### config.mk
export PLATFORM = sky130hd
export DESIGN_NAME = vc_depacketizer_buf
export DESIGN_NICKNAME = d
export VERILOG_FILES = /design/src/rtl/noc_pkt_pkg.sv /design/src/rtl/vc_sync_fifo.sv /design/src/rtl/vc_depacketizer_buf.sv
export SDC_FILE = /design/constraint.sdc
export NUM_CORES = 1
export LEC_CHECK = 0
export CORE_MARGIN = 1.5
export CORE_UTILIZATION = 25
export CTS_BUF_LIST = sky130_fd_sc_hd__clkbuf_4 sky130_fd_sc_hd__clkbuf_8
export DETAILED_ROUTE_END_ITERATION = 8
export PLACE_DENSITY = 0.55
export SLEW_MARGIN = 20
export SYNTH_ARGS = -nofsm -noshare
export SYNTH_HDL_FRONTEND = slang
export SYNTH_SLANG_ARGS = --single-unit
### constraint.sdc
create_clock -name clk -period 5.8 [get_ports clk]
set_input_delay 1.74 -clock clk [delete_from_list [all_inputs] [get_ports clk]]
set_output_delay 1.74 -clock clk [all_outputs]
set_load 0.05 [all_outputs]
### src/rtl/noc_pkt_pkg.sv
// Shared NoC packet layout helpers: field offsets, VC count and occupancy width.
// Used by both the depacketizer buffer and the packetizer side of the fabric.
package noc_pkt_pkg;

    localparam int DEF_ADDRESS_WIDTH    = 4;
    localparam int DEF_VC_ADDRESS_WIDTH = 1;
    localparam int DEF_WIDTH_DATA       = 16;
    localparam int DEF_DEPTH_PER_VC     = 16;

    // VC field sits directly above the payload
    function automatic int vc_lsb(input int width_data);
        return width_data;
    endfunction

    function automatic int dest_lsb(input int width_data, input int vc_address_width);
        return width_data + vc_address_width;
    endfunction

    function automatic int num_vc(input int vc_address_width);
        return 32'sd1 << vc_address_width;
    endfunction

    // Occupancy needs one extra bit so that a completely full buffer is representable
    function automatic int cnt_w(input int depth);
        return $clog2(depth) + 32'sd1;
    endfunction

endpackage

### src/rtl/vc_sync_fifo.sv
// Single-clock FIFO with registered pointers and occupancy; one instance per VC.
// Push is refused when full even if a pop happens in the same cycle.
module vc_sync_fifo
    import noc_pkt_pkg::*;
#(
    parameter  int WIDTH = 16,
    parameter  int DEPTH = 16,
    localparam int PTR_W = (DEPTH > 1) ? $clog2(DEPTH) : 1,
    localparam int CNT_W = cnt_w(DEPTH)
) (
    input  logic             clk,
    input  logic             rst,
    input  logic             i_push,
    input  logic [WIDTH-1:0] i_data,
    input  logic             i_pop,
    output logic [WIDTH-1:0] o_data,
    output logic             o_full,
    output logic             o_empty,
    output logic [CNT_W-1:0] o_count
);

    logic [WIDTH-1:0] r_mem [DEPTH];
    logic [PTR_W-1:0] r_wr_ptr;
    logic [PTR_W-1:0] r_rd_ptr;
    logic [CNT_W-1:0] r_count;
    logic             w_push;
    logic             w_pop;

    assign o_full  = (r_count == CNT_W'(DEPTH));
    assign o_empty = (r_count == CNT_W'(0));
    assign w_push  = i_push && !o_full;
    assign w_pop   = i_pop && !o_empty;
    assign o_data  = r_mem[r_rd_ptr];
    assign o_count = r_count;

    // Storage array; contents are don't-care until a pointer covers them
    always_ff @(posedge clk) begin
        if (w_push) begin
            r_mem[r_wr_ptr] <= i_data;
        end
    end

    // Pointers wrap naturally because DEPTH is a power of two
    always_ff @(posedge clk) begin
        if (rst) begin
            r_wr_ptr <= PTR_W'(0);
            r_rd_ptr <= PTR_W'(0);
            r_count  <= CNT_W'(0);
        end else begin
            if (w_push) begin
                r_wr_ptr <= r_wr_ptr + PTR_W'(1);
            end
            if (w_pop) begin
                r_rd_ptr <= r_rd_ptr + PTR_W'(1);
            end
            case ({w_push, w_pop})
                2'b10:   r_count <= r_count + CNT_W'(1);
                2'b01:   r_count <= r_count - CNT_W'(1);
                default: r_count <= r_count;
            endcase
        end
    end

endmodule

### src/rtl/vc_depacketizer_buf.sv
// Receives fabric packet words, checks the destination and demuxes the payload
// into one independent FIFO per virtual channel.
module vc_depacketizer_buf
    import noc_pkt_pkg::*;
#(
    parameter  int ADDRESS_WIDTH    = DEF_ADDRESS_WIDTH,
    parameter  int VC_ADDRESS_WIDTH = DEF_VC_ADDRESS_WIDTH,
    parameter  int WIDTH_PKT        = 512,
    parameter  int WIDTH_DATA       = DEF_WIDTH_DATA,
    parameter  int DEPTH_PER_VC     = DEF_DEPTH_PER_VC,
    parameter  int NODE_ID          = 1,
    localparam int NUM_VC           = num_vc(VC_ADDRESS_WIDTH),
    localparam int CNT_W            = cnt_w(DEPTH_PER_VC)
) (
    input  logic                  clk,
    input  logic                  rst,
    input  logic [WIDTH_PKT-1:0]  i_packet_in,
    input  logic                  i_valid_in,
    output logic                  i_ready_out,
    output logic [WIDTH_DATA-1:0] o_data_out  [NUM_VC],
    output logic                  o_valid_out [NUM_VC],
    input  logic                  o_ready_in  [NUM_VC],
    output logic [CNT_W-1:0]      o_count     [NUM_VC],
    output logic                  o_err_dest
);

    localparam int VC_LSB   = vc_lsb(WIDTH_DATA);
    localparam int DEST_LSB = dest_lsb(WIDTH_DATA, VC_ADDRESS_WIDTH);

    logic [WIDTH_DATA-1:0]       w_data;
    logic [VC_ADDRESS_WIDTH-1:0] w_vc;
    logic [ADDRESS_WIDTH-1:0]    w_dest;
    logic                        w_dest_ok;
    logic                        w_accept;
    logic [NUM_VC-1:0]           w_push;
    logic [NUM_VC-1:0]           w_full;
    logic [NUM_VC-1:0]           w_empty;
    logic                        r_err_dest;
    logic                        w_unused;

    assign w_data    = i_packet_in[WIDTH_DATA-1:0];
    assign w_vc      = i_packet_in[VC_LSB +: VC_ADDRESS_WIDTH];
    assign w_dest    = i_packet_in[DEST_LSB +: ADDRESS_WIDTH];
    assign w_unused  = &{1'b0, i_packet_in};
    assign w_dest_ok = (w_dest == ADDRESS_WIDTH'(NODE_ID));

    // Ready follows only the addressed VC so a stalled VC never blocks the others
    assign i_ready_out = !w_full[w_vc];
    assign w_accept    = i_valid_in && i_ready_out;

    for (genvar v = 0; v < NUM_VC; v++) begin : g_vc
        assign w_push[v]      = w_accept && w_dest_ok && (w_vc == VC_ADDRESS_WIDTH'(v));
        assign o_valid_out[v] = !w_empty[v];

        vc_sync_fifo #(
            .WIDTH (WIDTH_DATA),
            .DEPTH (DEPTH_PER_VC)
        ) u_fifo (
            .clk     (clk),
            .rst     (rst),
            .i_push  (w_push[v]),
            .i_data  (w_data),
            .i_pop   (o_ready_in[v]),
            .o_data  (o_data_out[v]),
            .o_full  (w_full[v]),
            .o_empty (w_empty[v]),
            .o_count (o_count[v])
        );
    end

    // Sticky misrouted-packet flag, cleared only by reset
    always_ff @(posedge clk) begin
        if (rst) begin
            r_err_dest <= 1'b0;
        end else if (w_accept && !w_dest_ok) begin
            r_err_dest <= 1'b1;
        end else begin
            r_err_dest <= r_err_dest;
        end
    end

    assign o_err_dest = r_err_dest;

endmodule

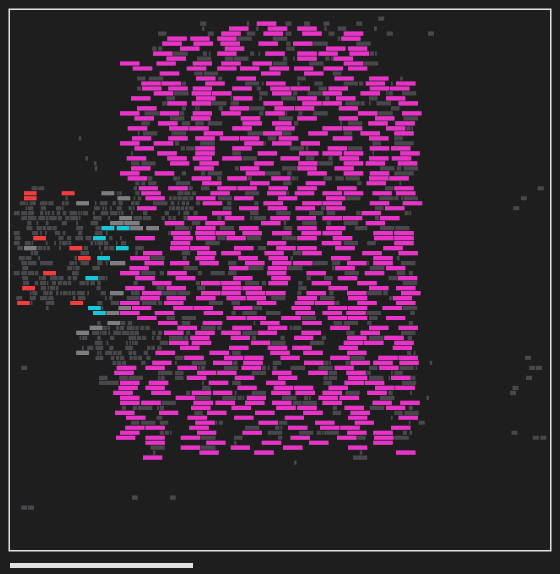
Figure 1: run 1, register map, names as in the netlist.
Bar = 100 µm. Other sequential cells in the stronger grey, the rest of the logic in the fainter grey.
g_vc.u_fifo.r_mem -> magenta  # flops 512
g_vc.u_fifo.o_count -> red  # flops 10, where middle left
g_vc.u_fifo.r_rd_ptr -> cyan  # flops 8, where middle left

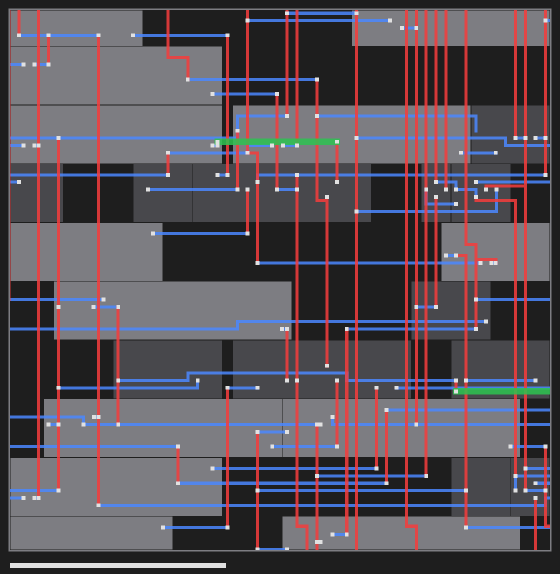
Figure 2: run 1, close-up of the layout.
Bar = 10 µm. Window x 61 to 86, y 61 to 86 µm. Cells in grey, sequential cells in the stronger grey; small squares are vias.
metal 3 -> green
metal 2 -> red
metal 1 -> blue
most frequent = edfxtp_1 (12), clkbuf_4 (3)
cells with their middle in the window = 23
sequential cells in the window = 12
netlist names of flops here include = g_vc.u_fifo.r_mem (12)

==> run_results.csv, run 1 <==
group,metric,value,unit
run_status,status,"complete, no violations",
synth,edf_count,512,
power_and_ir_drop,seq-power,4.54,mW
cts,numCtsBuffers,90,
power_and_ir_drop,power.internal,7.14,mW
layout,clkCellAreaFrac,0.0704,
synth,top_cell_area_share,0.724,
routing,drtIter0Drc,641,
layout,seq_area_frac,0.635,
timing,slew_headroom,0.289,
layout,final_layout_size_suffix_gt1_frac,0.291,
critical_path,cp.required,4.06,ns
global_route,grt_pass1_vias,11100,
job,max_cap_violations,0,
layout,largest_reg_flops,512,
synth,fp_nets,1581,
layout,regArea,16100,µm²
layout,antennaDiodeCount,2,
power_and_ir_drop,pg_clk,3.30,mW
placement,pre_cts_ws,0.731,ns
layout,top_area_cell_class,"sequential cells",
critical_path,cp_max_fo,23,
hold_path,hold_path_end,"o_err_dest",
critical_path,path_buffers,2,
synth,xor_share,0.00619,
global_route,grt_use_met1,0.154,
layout,final_nets,1733,
hold_path,holdCritStartpoint,"o_err_dest",
cts,cts.clk_slew.worst_paths,0.06,ns
placement,dpl-instance-area,23600,µm²
critical_path,r2r-end,"g_vc[1].u_fifo.o_count[4]",
cts,cts_tree,"yes",
synth,synthArstFlopShare,0,
power_and_ir_drop,switching_power,2.88,mW
placement,place_hpwl,27700,µm
critical_path,slowest_stage,"clkdlybuf4s50_1",
routing,route.met3.wl,2840,µm
synth,topCellsByArea,"edfxtp_1 72%, mux4_2 14%, dfxtp_1 3.3%, a22oi_1 2.3%, ha_1 1.1%",
synth,syn_area,21200,µm²
synth,synth_area_leader_cell,"edfxtp_1",
critical_path,cp.arrival,3.53,ns
power_and_ir_drop,comb_power_share,0.218,
synth,mux_area_frac,0.139,
cts,ctsResizeCount,0,
global_route,use_met2,0.170,
routing,first_pass_iters,5,
timing,holdWs,0.459,ns
critical_path,reg2reg_setup_slack,2.33,ns
critical_path,endpoint_kind,"output pin",
layout,logic_gates,423,
global_route,grt_max_degree,48,
layout,seq_cells,547,
power_and_ir_drop,clockPowerShare,0.330,
layout,comb-cell-share,0.195,
timing,period_needed,5.27,ns
synth,yosys_area,21200,µm²
placement,port_buffers,71,
timing,worst_pin_slew,1.06,ns
power_and_ir_drop,p_seq_frac,0.452,
global_route,antenna_found_initial,4,
placement,dp.cells,2240,
critical_path,rr_worst_depth,11,
routing,highest_layer,"met5",
critical_path,worst-setup-path-type,"reg -> out",
floorplanning,coreArea,83800,µm²
layout,finish.utilization,0.302,
routing,routed_wl,46900,µm
synth,top_logic_kind,"multiplexers",
synth,synth_flop_count,547,
routing,routedWlPerCell,19.5,µm
cts,clock_latency,0.64,ns
routing,drc_errors,0,
synth,synth_seq_share,0.757,
floorplanning,rows,106,
timing,timing.final.ws_setup,0.534,ns
timing,finalHoldViolCount,0,
global_route,grt_first_pass_wirelength,70700,µm
cts,cts-hold-fix-buffers,0,
synth,synth-simple-area-share,0.0377,
cts,cts_buffer_depth,3,
floorplanning,die-height,294,µm
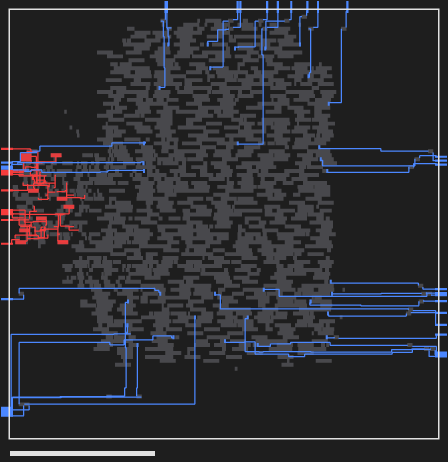
Figure 3: run 1, nets reached from selected ports.
Bar = 100 µm.
o_count -> red  # bits 10, direction output, edge left, end cells 10, wire 711 µm
o_data_out -> blue  # bits 32, direction output, edge 13 right, 10 top, 9 left, end cells 32, wire 3130 µm

==> inputs of run 2 (changes only) <==
- PLACE_DENSITY: 0.55 -> 0.56
- SLEW_MARGIN: 20 -> default
- clock period: 5.8 -> 4.8 ns (I/O delays scaled with it)
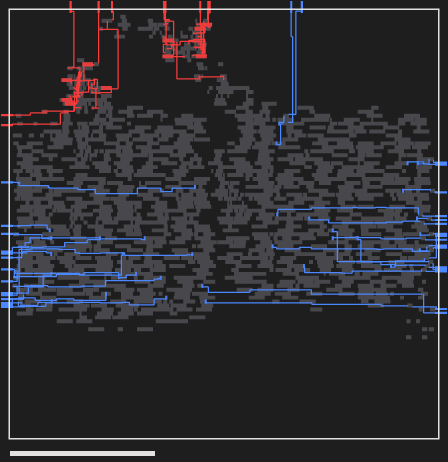
Figure 4: run 2, nets reached from selected ports.
Bar = 100 µm.
o_data_out -> blue  # bits 32, direction output, edge 16 right, 14 left, 2 top, end cells 32, wire 2520 µm
o_count -> red  # bits 10, direction output, edge 8 top, 2 left, end cells 10, wire 874 µm

==> run 2 against run 1 <==
Effect of this change: routed wire length is 2.3% higher; flip-flop count stayed put; setup slack worse by 0.37 ns; global-route usage is 0.13 points higher; sequential share of layout area hardly changed; critical path depth stayed put; critical path type unchanged; non-clock buffer count is 23 higher.
==> run_results.csv, run 2 <==
group,metric,value,unit
critical_path,rr_worst_depth,10,
run_status,status,"complete, no violations",
timing,timing.final.ws_setup,0.163,ns
critical_path,cp_max_fo,31,
layout,top_area_cell_class,"sequential cells",
floorplanning,coreArea,83800,µm²
job,max_cap_violations,0,
synth,fp_nets,1581,
placement,port_buffers,71,
layout,final_nets,1752,
power_and_ir_drop,switching_power,3.50,mW
cts,cts-hold-fix-buffers,0,
timing,worst_pin_slew,1.33,ns
cts,clock_latency,0.65,ns
floorplanning,rows,106,
critical_path,slowest_stage,"clkdlybuf4s50_1",
hold_path,holdCritStartpoint,"o_err_dest",
power_and_ir_drop,clockPowerShare,0.310,
power_and_ir_drop,comb_power_share,0.232,
floorplanning,die-height,294,µm
placement,dp.cells,2263,
routing,highest_layer,"met4",
cts,cts_buffer_depth,3,
timing,holdWs,0.453,ns
synth,edf_count,512,
synth,synthArstFlopShare,0,
layout,logic_gates,423,
placement,pre_cts_ws,0.149,ns
timing,period_needed,4.64,ns
synth,synth_area_leader_cell,"edfxtp_1",
layout,seq_area_frac,0.635,
layout,final_layout_size_suffix_gt1_frac,0.271,
power_and_ir_drop,power.internal,8.38,mW
routing,first_pass_iters,5,
timing,finalHoldViolCount,0,
cts,cts_tree,"yes",
layout,seq_cells,547,
global_route,grt_first_pass_wirelength,71000,µm
placement,dpl-instance-area,23800,µm²
routing,drc_errors,0,
synth,mux_area_frac,0.139,
global_route,grt_max_degree,44,
routing,routed_wl,48000,µm
synth,synth-adder-area-share,0.0106,
layout,clkCellAreaFrac,0.0621,
routing,drtIter0Drc,967,
global_route,grt_use_met1,0.151,
global_route,antenna_found_initial,3,
critical_path,r2r-end,"g_vc[1].u_fifo.o_count[4]",
synth,synth_flop_count,547,
synth,synth-simple-area-share,0.0377,
layout,regArea,16100,µm²
layout,largest_reg_flops,512,
synth,yosys_area,21200,µm²
power_and_ir_drop,pg_clk,3.68,mW
layout,comb-cell-share,0.193,
critical_path,endpoint_kind,"output pin",
global_route,use_met2,0.178,
layout,antennaDiodeCount,1,
routing,routedWlPerCell,19.9,µm
power_and_ir_drop,seq-power,5.45,mW
synth,xor_share,0.00619,
routing,route.met3.wl,2680,µm
cts,ctsResizeCount,6,
global_route,grt_pass1_vias,11100,
synth,top_logic_kind,"multiplexers",
critical_path,reg2reg_setup_slack,1.46,ns
synth,topCellsByArea,"edfxtp_1 72%, mux4_2 14%, dfxtp_1 3.3%, a22oi_1 2.3%, ha_1 1.1%",
placement,place_hpwl,28200,µm
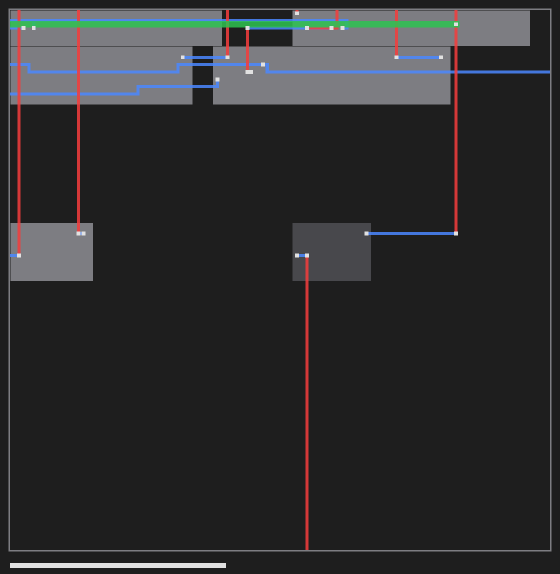
Figure 5: run 2, close-up of the layout.
Bar = 10 µm. Window x 61 to 86, y 61 to 86 µm. Cells in grey, sequential cells in the stronger grey; small squares are vias.
metal 2 -> red
metal 3 -> green
metal 1 -> blue
cells with their middle in the window = 5
most frequent = edfxtp_1 (4), clkdlybuf4s50_1 (1)
sequential cells in the window = 4
netlist names of flops here include = g_vc.u_fifo.r_mem (4)

==> inputs of run 3 (changes only) <==
- REMOVE_ABC_BUFFERS: default -> 1
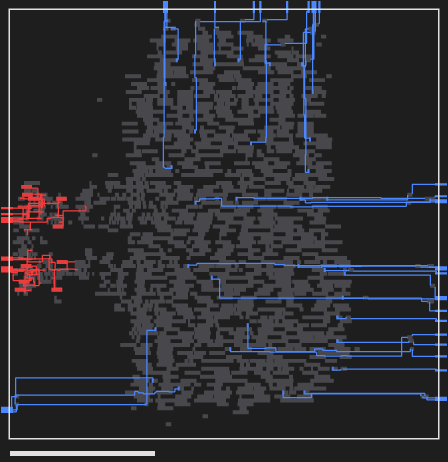
Figure 6: run 3, nets reached from selected ports.
Bar = 100 µm.
o_count -> red  # bits 10, direction output, edge left, end cells 10, wire 710 µm
o_data_out -> blue  # bits 32, direction output, edge 17 right, 12 top, 3 left, end cells 32, wire 3200 µm

==> run 3 against run 2 <==
Effect of this change: clock skew is essentially flat; routed wire length grew 2.2%; utilization grew 0.33 points; sequential share of layout area shrank 0.69 points; die size is the same; critical path depth is the same; maximum frequency grew 1.5%; flip-flop count is the same; hold slack gained 0.0099 ns; register-to-register slack is essentially flat; setup slack gained 0.068 ns.
==> run_results.csv, run 3 <==
group,metric,value,unit
routing,route.met3.wl,3490,µm
synth,synth_flop_count,547,
placement,place_hpwl,28000,µm
run_status,status,"complete, no violations",
layout,clkCellAreaFrac,0.0717,
timing,timing.final.ws_setup,0.230,ns
synth,edf_count,512,
layout,comb-cell-share,0.192,
global_route,grt_use_met1,0.158,
cts,cts_buffer_depth,3,
layout,final_nets,1747,
global_route,grt_pass1_vias,11100,
global_route,antenna_found_initial,5,
job,max_cap_violations,0,
routing,first_pass_iters,4,
floorplanning,die-height,294,µm
layout,largest_reg_flops,512,
layout,regArea,16100,µm²
synth,yosys_area,21200,µm²
timing,finalHoldViolCount,0,
critical_path,rr_worst_depth,10,
power_and_ir_drop,pg_clk,4.09,mW
routing,routed_wl,49000,µm
placement,pre_cts_ws,0.0896,ns
critical_path,slowest_stage,"clkdlybuf4s50_1",
layout,antennaDiodeCount,1,
synth,synth-adder-area-share,0.0106,
critical_path,reg2reg_setup_slack,1.45,ns
floorplanning,coreArea,83800,µm²
placement,dpl-instance-area,23700,µm²
synth,topCellsByArea,"edfxtp_1 72%, mux4_2 14%, dfxtp_1 3.3%, a22oi_1 2.3%, ha_1 1.1%",
power_and_ir_drop,clockPowerShare,0.334,
timing,worst_pin_slew,1.19,ns
timing,holdWs,0.463,ns
synth,synthArstFlopShare,0,
global_route,grt_first_pass_wirelength,72500,µm
critical_path,r2r-end,"g_vc[1].u_fifo.o_count[4]",
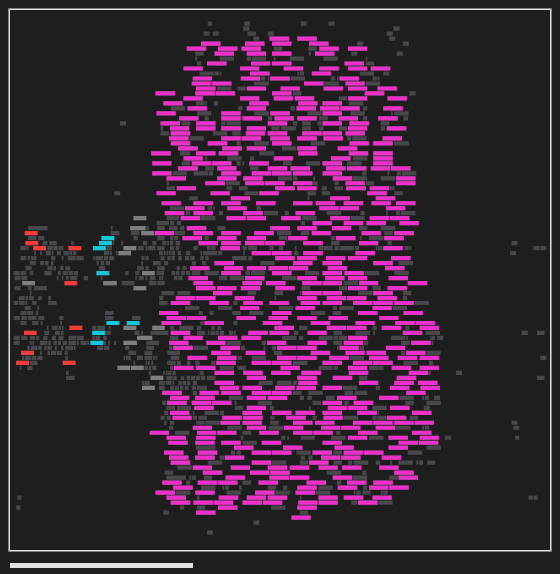
Figure 7: run 3, register map, names as in the netlist.
Bar = 100 µm. Other sequential cells in the stronger grey, the rest of the logic in the fainter grey.
g_vc.u_fifo.r_rd_ptr -> cyan  # flops 8, where middle left
g_vc.u_fifo.o_count -> red  # flops 10, where middle left
g_vc.u_fifo.r_mem -> magenta  # flops 512
not coloured = 17

Power is estimated from default activity; no workload was simulated.
